### src/rtl/line_head_ctrl.sv
// line_head_ctrl
//  Game-logic stage ahead of the pixel generator. Moves the dancing-line head
//  one step per step_tick, turns it on player taps, and publishes the head
//  position, the centring scroll offset, a one-cycle turn pulse and 0..999
//  progress.
//  Optional feature: define LINE_CTRL_PAUSE_EN to add the pause input, which
//  freezes a running game without losing a queued turn.
module line_head_ctrl #(
   parameter int START_X     = 336,
   parameter int START_Y     = 240,
   parameter int STEP        = 1,
   parameter int HEAD_SCR_X  = 319,
   parameter int HEAD_SCR_Y  = 239,
   parameter int TOTAL_STEPS = 4000
) (
   input  logic        clk,
   input  logic        reset,
   input  logic        step_tick,
   input  logic        start,
   input  logic        tap,
`ifdef LINE_CTRL_PAUSE_EN
   input  logic        pause,
`endif
   output logic [15:0] head_x,
   output logic [15:0] head_y,
   output logic [15:0] scroll_x,
   output logic [15:0] scroll_y,
   output logic        turn,
   output logic [9:0]  progress,
   output logic        running,
   output logic        finished
);

   localparam int CNT_W = $clog2(TOTAL_STEPS + 1);
   localparam int ACC_W = $clog2(TOTAL_STEPS + 1000);

   localparam logic [15:0]      START_X16  = 16'(START_X);
   localparam logic [15:0]      START_Y16  = 16'(START_Y);
   localparam logic [15:0]      STEP16     = 16'(STEP);
   localparam logic [15:0]      SCR_X16    = 16'(HEAD_SCR_X);
   localparam logic [15:0]      SCR_Y16    = 16'(HEAD_SCR_Y);
   localparam logic [CNT_W-1:0] LAST_CNT   = CNT_W'(TOTAL_STEPS);
   localparam logic [ACC_W-1:0] ACC_INC    = ACC_W'(1000);
   localparam logic [ACC_W-1:0] ACC_WRAP   = ACC_W'(TOTAL_STEPS);
   localparam logic [9:0]       PROG_MAX   = 10'd999;

   typedef enum logic [1:0] {ST_IDLE, ST_RUN, ST_DONE} state_t;
   typedef enum logic       {DIR_X, DIR_Y}             dir_t;

   state_t           state, state_nxt;
   dir_t             dir, dir_nxt;
   logic             pending, pending_nxt;
   logic             tap_q;
   logic             rise;
   logic             hold;
   logic             load;
   logic [CNT_W-1:0] step_cnt, step_cnt_nxt;
   logic [ACC_W-1:0] acc, acc_nxt, acc_sum;
   logic [15:0]      head_x_nxt, head_y_nxt;
   logic [9:0]       progress_nxt;
   logic             turn_nxt, running_nxt, finished_nxt;

   assign rise = tap & ~tap_q;

`ifdef LINE_CTRL_PAUSE_EN
   assign hold = pause;
`else
   assign hold = 1'b0;
`endif

   // Next-state and next-output logic for the run controller.
   always_comb begin
      // NOTE: every variable gets a default first so no path leaves one
      // unassigned; otherwise synthesis infers a latch to hold the old value.
      state_nxt    = state;
      dir_nxt      = dir;
      pending_nxt  = pending;
      step_cnt_nxt = step_cnt;
      acc_nxt      = acc;
      acc_sum      = acc + ACC_INC;
      head_x_nxt   = head_x;
      head_y_nxt   = head_y;
      progress_nxt = progress;
      turn_nxt     = 1'b0;
      running_nxt  = running;
      finished_nxt = finished;
      load         = 1'b0;

      unique case (state)
         ST_IDLE, ST_DONE: begin
            if (start) begin
               load = 1'b1;
            end
         end
         ST_RUN: begin
            if (!hold) begin
               if (step_tick) begin
                  if (pending) begin
                     // Corner tick: head stays put while turn marks the
                     // corner. A pending tick that lands while turn is still
                     // high waits for the next tick so turn never repeats on
                     // back-to-back cycles.
                     if (!turn) begin
                        turn_nxt    = 1'b1;
                        dir_nxt     = (dir == DIR_X) ? DIR_Y : DIR_X;
                        pending_nxt = 1'b0;
                     end
                  end else begin
                     if (dir == DIR_X) begin
                        head_x_nxt = head_x + STEP16;
                     end else begin
                        head_y_nxt = head_y - STEP16;
                     end
                     step_cnt_nxt = step_cnt + 1'b1;
                     // Progress = floor(1000 * steps / TOTAL_STEPS), tracked
                     // as a remainder so no divider is needed.
                     if (acc_sum >= ACC_WRAP) begin
                        acc_nxt = acc_sum - ACC_WRAP;
                        if (progress != PROG_MAX) begin
                           progress_nxt = progress + 1'b1;
                        end
                     end else begin
                        acc_nxt = acc_sum;
                     end
                     if (step_cnt_nxt == LAST_CNT) begin
                        state_nxt    = ST_DONE;
                        progress_nxt = PROG_MAX;
                        finished_nxt = 1'b1;
                        running_nxt  = 1'b0;
                     end
                  end
               end
               // A rise arriving with a tick applies after that tick; a rise
               // while a turn is already queued is simply absorbed.
               if (rise) begin
                  pending_nxt = 1'b1;
               end
            end
         end
         default: state_nxt = ST_IDLE;
      endcase

      if (load) begin
         state_nxt    = ST_RUN;
         head_x_nxt   = START_X16;
         head_y_nxt   = START_Y16;
         dir_nxt      = DIR_X;
         step_cnt_nxt = '0;
         acc_nxt      = '0;
         progress_nxt = '0;
         pending_nxt  = 1'b0;
         running_nxt  = 1'b1;
         finished_nxt = 1'b0;
      end
   end

   // State and output registers; scroll tracks the head in the same cycle.
   always_ff @(posedge clk) begin
      // NOTE: sequential state uses non-blocking assignments so every
      // register samples pre-edge values regardless of statement order.
      if (reset) begin
         state    <= ST_IDLE;
         dir      <= DIR_X;
         pending  <= 1'b0;
         tap_q    <= 1'b0;
         step_cnt <= '0;
         acc      <= '0;
         head_x   <= START_X16;
         head_y   <= START_Y16;
         scroll_x <= START_X16 - SCR_X16;
         scroll_y <= START_Y16 - SCR_Y16;
         turn     <= 1'b0;
         progress <= '0;
         running  <= 1'b0;
         finished <= 1'b0;
      end else begin
         state    <= state_nxt;
         dir      <= dir_nxt;
         pending  <= pending_nxt;
         tap_q    <= tap;
         step_cnt <= step_cnt_nxt;
         acc      <= acc_nxt;
         head_x   <= head_x_nxt;
         head_y   <= head_y_nxt;
         scroll_x <= head_x_nxt - SCR_X16;
         scroll_y <= head_y_nxt - SCR_Y16;
         turn     <= turn_nxt;
         progress <= progress_nxt;
         running  <= running_nxt;
         finished <= finished_nxt;
      end
   end

endmodule

### config.mk
export PLATFORM = sky130hd
export DESIGN_NAME = line_head_ctrl
export DESIGN_NICKNAME = d
export VERILOG_FILES = /design/src/rtl/line_head_ctrl.sv
export SDC_FILE = /design/constraint.sdc
export NUM_CORES = 1
export LEC_CHECK = 0
export CAP_MARGIN = 30
export CORE_MARGIN = 3
export CORE_UTILIZATION = 59
export DETAILED_ROUTE_END_ITERATION = 10
export PLACE_DENSITY = 0.94
export SLEW_MARGIN = 20
export SYNTH_ARGS = -nofsm -noshare
export SYNTH_HDL_FRONTEND = slang
export SYNTH_SLANG_ARGS = --single-unit
### constraint.sdc
create_clock -name clk -period 7 [get_ports clk]
set_input_delay 1.05 -clock clk [delete_from_list [all_inputs] [get_ports clk]]
set_output_delay 1.05 -clock clk [all_outputs]
set_load 0.02 [all_outputs]
util_map.png
The bar under the picture is 20 um long. 10 x 10 tiles, from dark blue (low) to red (high), 0 to 100% covered.
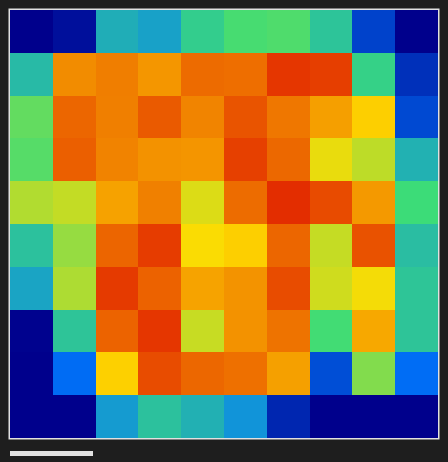
mean over tiles = 61%
densest ninth of the die = centre
nearly empty tiles = 9.0%

route_heat.png
The bar under the picture is 20 um long. 21 x 21 tiles, from dark blue (low) to red (high), scaled to the fullest tile. Values are wire area over tile area, all layers added.
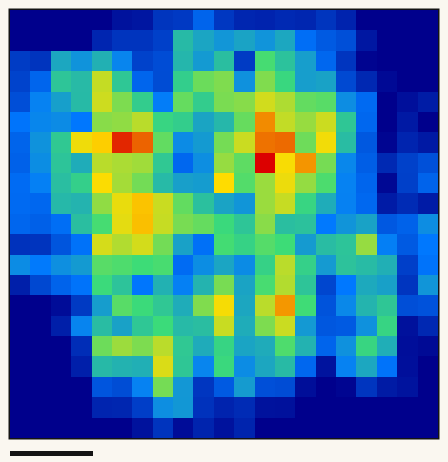
nearly empty tiles = 16%
densest ninth of the die = centre
mean over tiles = 0.22
fullest tile = 0.73
tiles over half the peak = 22%

sizing.png
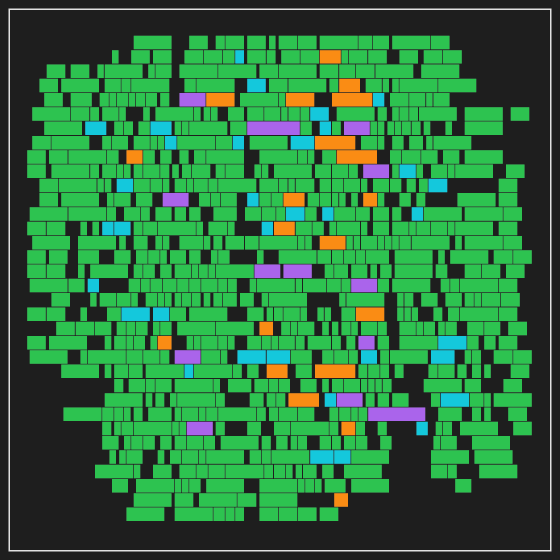
purple -> x6 and larger  # cells 13
orange -> x3 and x4  # cells 20
green -> x1 and smaller  # cells 651
cyan -> x2  # cells 34
final design area excluding fillers: 0.006551 mm2
non-clock buffer count in the final layout: 86

class_map.png
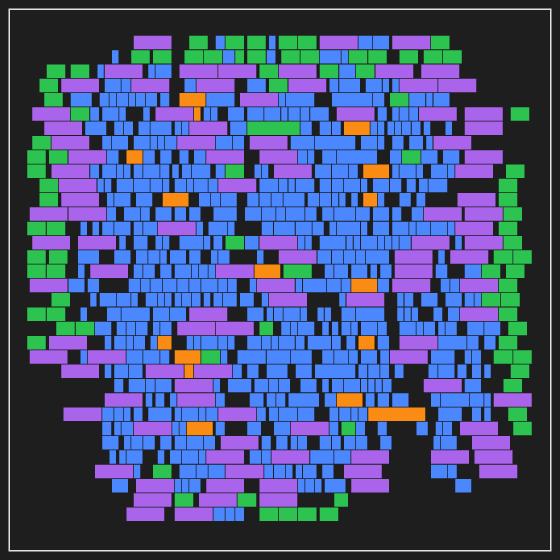
blue -> remaining logic cells  # cells 512, share of their area 51%
green -> remaining buffers and delay cells  # cells 86, share of their area 14%
orange -> clock drivers and dummy loads  # cells 16, share of their area 3.0%
purple -> registers  # cells 104, share of their area 32%

congestion_map.png
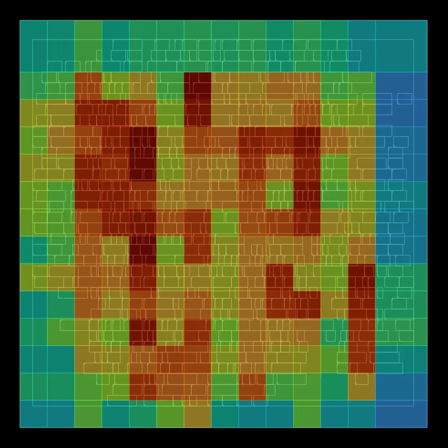
Post-Route Utilization: 73.68%
overall track demand over capacity in global routing: 27.27%
met3 global-route usage: 3.248%

==> impl_table.tex <==
% Yosys + OpenROAD metrics
\begin{tabular}{lr}
\hline
Metric & Value \\
\hline
\multicolumn{2}{l}{\textbf{Yosys}} \\
\quad Ys async rst share & 0\% \\
\quad Yosys stat chip area & 0.005524 mm2 \\
\quad Top\_reg\_cell synth & dfxtp\_1 \\
\quad Flip-flops with a built-in enable & 0 \\
\quad Number of standard cells reported by yosys & $\sim$650 \\
\quad Distinct lib cells used & 77 \\
\quad Number of warnings reported in the yosys synthesis log & 0 \\
\quad Proportion of synthesized chip area in sequential cells & 37.69\% \\
\quad Post-synthesis instance area & 0.005524 mm2 \\
\quad Avg Inst Size Synth & 8.459 um2 \\
\quad Synthesized Nets & 667 \\
\quad Flops \& latches, synth & $\sim$100 \\
\quad Count of mapped cells out of synthesis & 653 \\
\multicolumn{2}{l}{\textbf{Cells and area}} \\
\quad Number of diodes & 0 \\
\quad Dominant logic cell types in the final layout & dfxtp\_1 (104), nor2\_1 (83), clkdlybuf4s50\_1 (80) \\
\quad Fraction of final layout cells with drive strength greater than 1 & roughly a tenth \\
\quad Non-filler cells in the finished layout & roughly 830 \\
\quad Layout overhead on the synthesized area & 18.60\% \\
\quad Final net count & a little over 700 \\
\quad Most common cell after layout, fill and taps aside & dfxtp\_1 \\
\multicolumn{2}{l}{\textbf{Placement}} \\
\quad Cell area after placement & around 0.0063 mm2 \\
\quad IO Port Bufs & between 80 and 90 \\
\quad DPL Wire Length & about 9500 um \\
\quad Total instance count after detailed placement & approximately 810 \\
\quad Final weighted congestion in routability-driven placement & between 0.8 and 0.9 \\
\multicolumn{2}{l}{\textbf{Clock tree}} \\
\quad Resized cells post-CTS & 0 \\
\quad Clock tree from TritonCTS & done \\
\quad Cell at the root of the clock tree & clkbuf\_8 \\
\quad Postcts setup bufs & 0 \\
\quad Clock insertion delay at the later pin of the skew report & around 370 ps \\
\quad Maximum number of buffers from clock root to sink & 2 \\
\quad Number of H-tree branching levels & 3 \\
\quad Clock slew at the register clock pins of the worst setup and hold paths & between 100 and 150 ps \\
\quad \# hold bufs at CTS & 0 \\
\quad Count of clock tree sinks & about 100 \\
\quad Clock buffer count from CTS & 9 \\
\multicolumn{2}{l}{\textbf{Timing}} \\
\quad Final number of hold-violating endpoints & 0 \\
\quad Total negative setup slack & 0 ps \\
\quad Number of max-slew violations in the final report & 0 \\
\quad Final min period & $\sim$3800 ps \\
\quad RSZ-0062 raised after global routing & no \\
\quad Hold slack final & $\sim$500 ps \\
\quad Setup-failing EPs final & 0 \\
\quad Highest clock rate & 0.2639 GHz \\
\quad Final Skew & roughly 8 ps \\
\quad Worst-margin pin slew & a little over 900 ps \\
\quad Max\_slew headroom & a little under two fifths \\
\quad Post-layout period usage & between 50\% and 60\% \\
\multicolumn{2}{l}{\textbf{Routing}} \\
\quad Wirelength per Cell & 17.11 um \\
\quad Remaining routing DRC violations & 0 \\
\quad First-pass iteration count of the detailed router & 7 \\
\quad Via Count & about 5200 \\
\quad Total detailed-routing wirelength & 14130 um \\
\quad Post-detailed-route via-to-cell ratio & around 6.3 \\
\quad 1st-iter DRT viols & $\sim$400 \\
\quad Tally of nets with antenna violations remaining after routing & 0 \\
\multicolumn{2}{l}{\textbf{Floorplanning}} \\
\quad Die Y-Extent & around 100 um \\
\quad Horizontal die dimension & a little over 100 um \\
\quad Pre-Place Util & about 62\% \\
\quad Number of top-level pins & between 80 and 90 \\
\quad Core area & slightly below 0.009 mm2 \\
\quad Cell Rows & 34 \\
\quad Die Outline Area & between 0.01 and 0.015 mm2 \\
\multicolumn{2}{l}{\textbf{Flow run}} \\
\quad Max\_cap viols & 0 \\
\quad Warning total across the stage logs & 27 \\
\multicolumn{2}{l}{\textbf{Global route}} \\
\quad Number of antenna violations at the first check in global routing & 0 \\
\quad Leftover overflow at the end of global routing & 0 \\
\quad Wire length of the first global-routing pass & approximately 23000 um \\
\quad Pin count of the biggest net entering global routing & around 57 \\
\quad Via count of the first global-routing pass & approximately 5000 \\
\multicolumn{2}{l}{\textbf{Critical path}} \\
\quad Kind of start point of the critical path & input port \\
\quad Data arrival time of the critical path & roughly 4000 ps \\
\quad Register-to-register setup slack & around 3900 ps \\
\quad Critical path start-end classification & input port to register \\
\quad Critical Path End Type & register \\
\quad Required time of the critical path & 7250 ps \\
\quad Maximum fanout count along the critical path & around 45 \\
\multicolumn{2}{l}{\textbf{Pwr}} \\
\quad Lkg Pwr & between 0.002 and 0.0025 uW \\
\quad Power density cells & between 150 and 200 mW/mm2 \\
\quad Maximum vdd ir drop & 0.1045 mV \\
\multicolumn{2}{l}{\textbf{Min path}} \\
\quad Hold Path Class & register to register \\
\multicolumn{2}{l}{\textbf{Run status}} \\
\quad Status & finished, final reports clean \\
\hline
\end{tabular}
[worst max-delay path, cell delays in order]
cell,delay [ps]
clkdlybuf4s50_1,450
nand4bb_1,110
buf_4,410
nor2_1,170
o311ai_0,700
a31oi_1,290
nor2_1,380
nor3b_1,130
o41ai_1,340
[cells in the mapped netlist, types with 6 or more instances]
| library cell | n | share of area (%) |
|---|---|---|
| nand4_1 | 18 | 2.0 |
| nor2_1 | 83 | 5.6 |
| nor2b_1 | 9 | 1.0 |
| nand2b_1 | 8 | 0.91 |
| nand2_1 | 47 | 3.2 |
| o21ai_0 | 22 | 2.0 |
| a21oi_1 | 44 | 4.0 |
| nor4_1 | 12 | 1.4 |
| ha_1 | 9 | 2.0 |
| or4_1 | 7 | 0.95 |
| nand3_1 | 15 | 1.4 |
| xor2_1 | 26 | 4.1 |
| or2_2 | 12 | 1.4 |
| xnor2_1 | 32 | 5.1 |
| clkbuf_1 | 24 | 1.6 |
| buf_2 | 6 | 0.54 |
| nor3_1 | 25 | 2.3 |
| inv_1 | 17 | 1.2 |
| or3_1 | 18 | 2.0 |
| dfxtp_1 | 104 | 38 |
[flip-flops by register name, summed over array words and instances, names as in the netlist, 2 cells and up]
register and flops:
acc 10, progress 10, head_y 16, scroll_x 16, state 2, head_x 16, step_cnt 12, scroll_y 16
[routing by layer]
metal  vias to the layer above  GRT usage [%]  routed length (um)
li1                       2437              -                   -
met1                      2481          35.42                5780
met2                       252          46.38                6862
met3                        36          3.248                1098
met4                         0          10.76                 388
met5                         -              0                   0
[cell families after synthesis]
logic type	synth area share (%)
multiplexers	2.084
AND-OR/OR-AND	15.09
buffers and inverters	4.349
XOR/XNOR	9.196
AND/OR/NAND/NOR	29.56
flip-flops	37.69
adder cells (fa/ha/maj)	2.039
[worst paths after layout]
kind | startpoint | end | cells after the start
setup / recovery | step_tick | scroll_y[12] | 9
hold / removal | finished | finished | 2
setup reg to reg | head_y[0] | scroll_y[12] | 9
hold reg to reg | finished | finished | 2
[cell type report]
type                            instances  area (um2)
Clock buffer                           10       127.6
Clock inverter                          6       67.56
Fill cell                             614        2340
Inverter                               17       63.81
Multi-Input combinational cell        495        3204
Sequential cell                       104        2082
Tap cell                              108       135.1
Timing Repair Buffer                   86       870.8
[power breakdown]
| part | switching [uW] | internal [uW] |
|---|---|---|
| registers | 6.46 | 596 |
| logic | 51.5 | 26.7 |
| clock network | 217 | 167 |
[per-stage QoR]
stage	total power (uW)	setup WS (ps)	utilization (%)
floorplan	671.3	3346	-
global placement	684.6	3026	71.01
detailed placement	688.2	2924	71.01
CTS	1061	3314	73.21
global route	1097	3026	73.68
finish	1064	3211	73.68
No activity file was given, so power comes from the tool's default toggle rates.
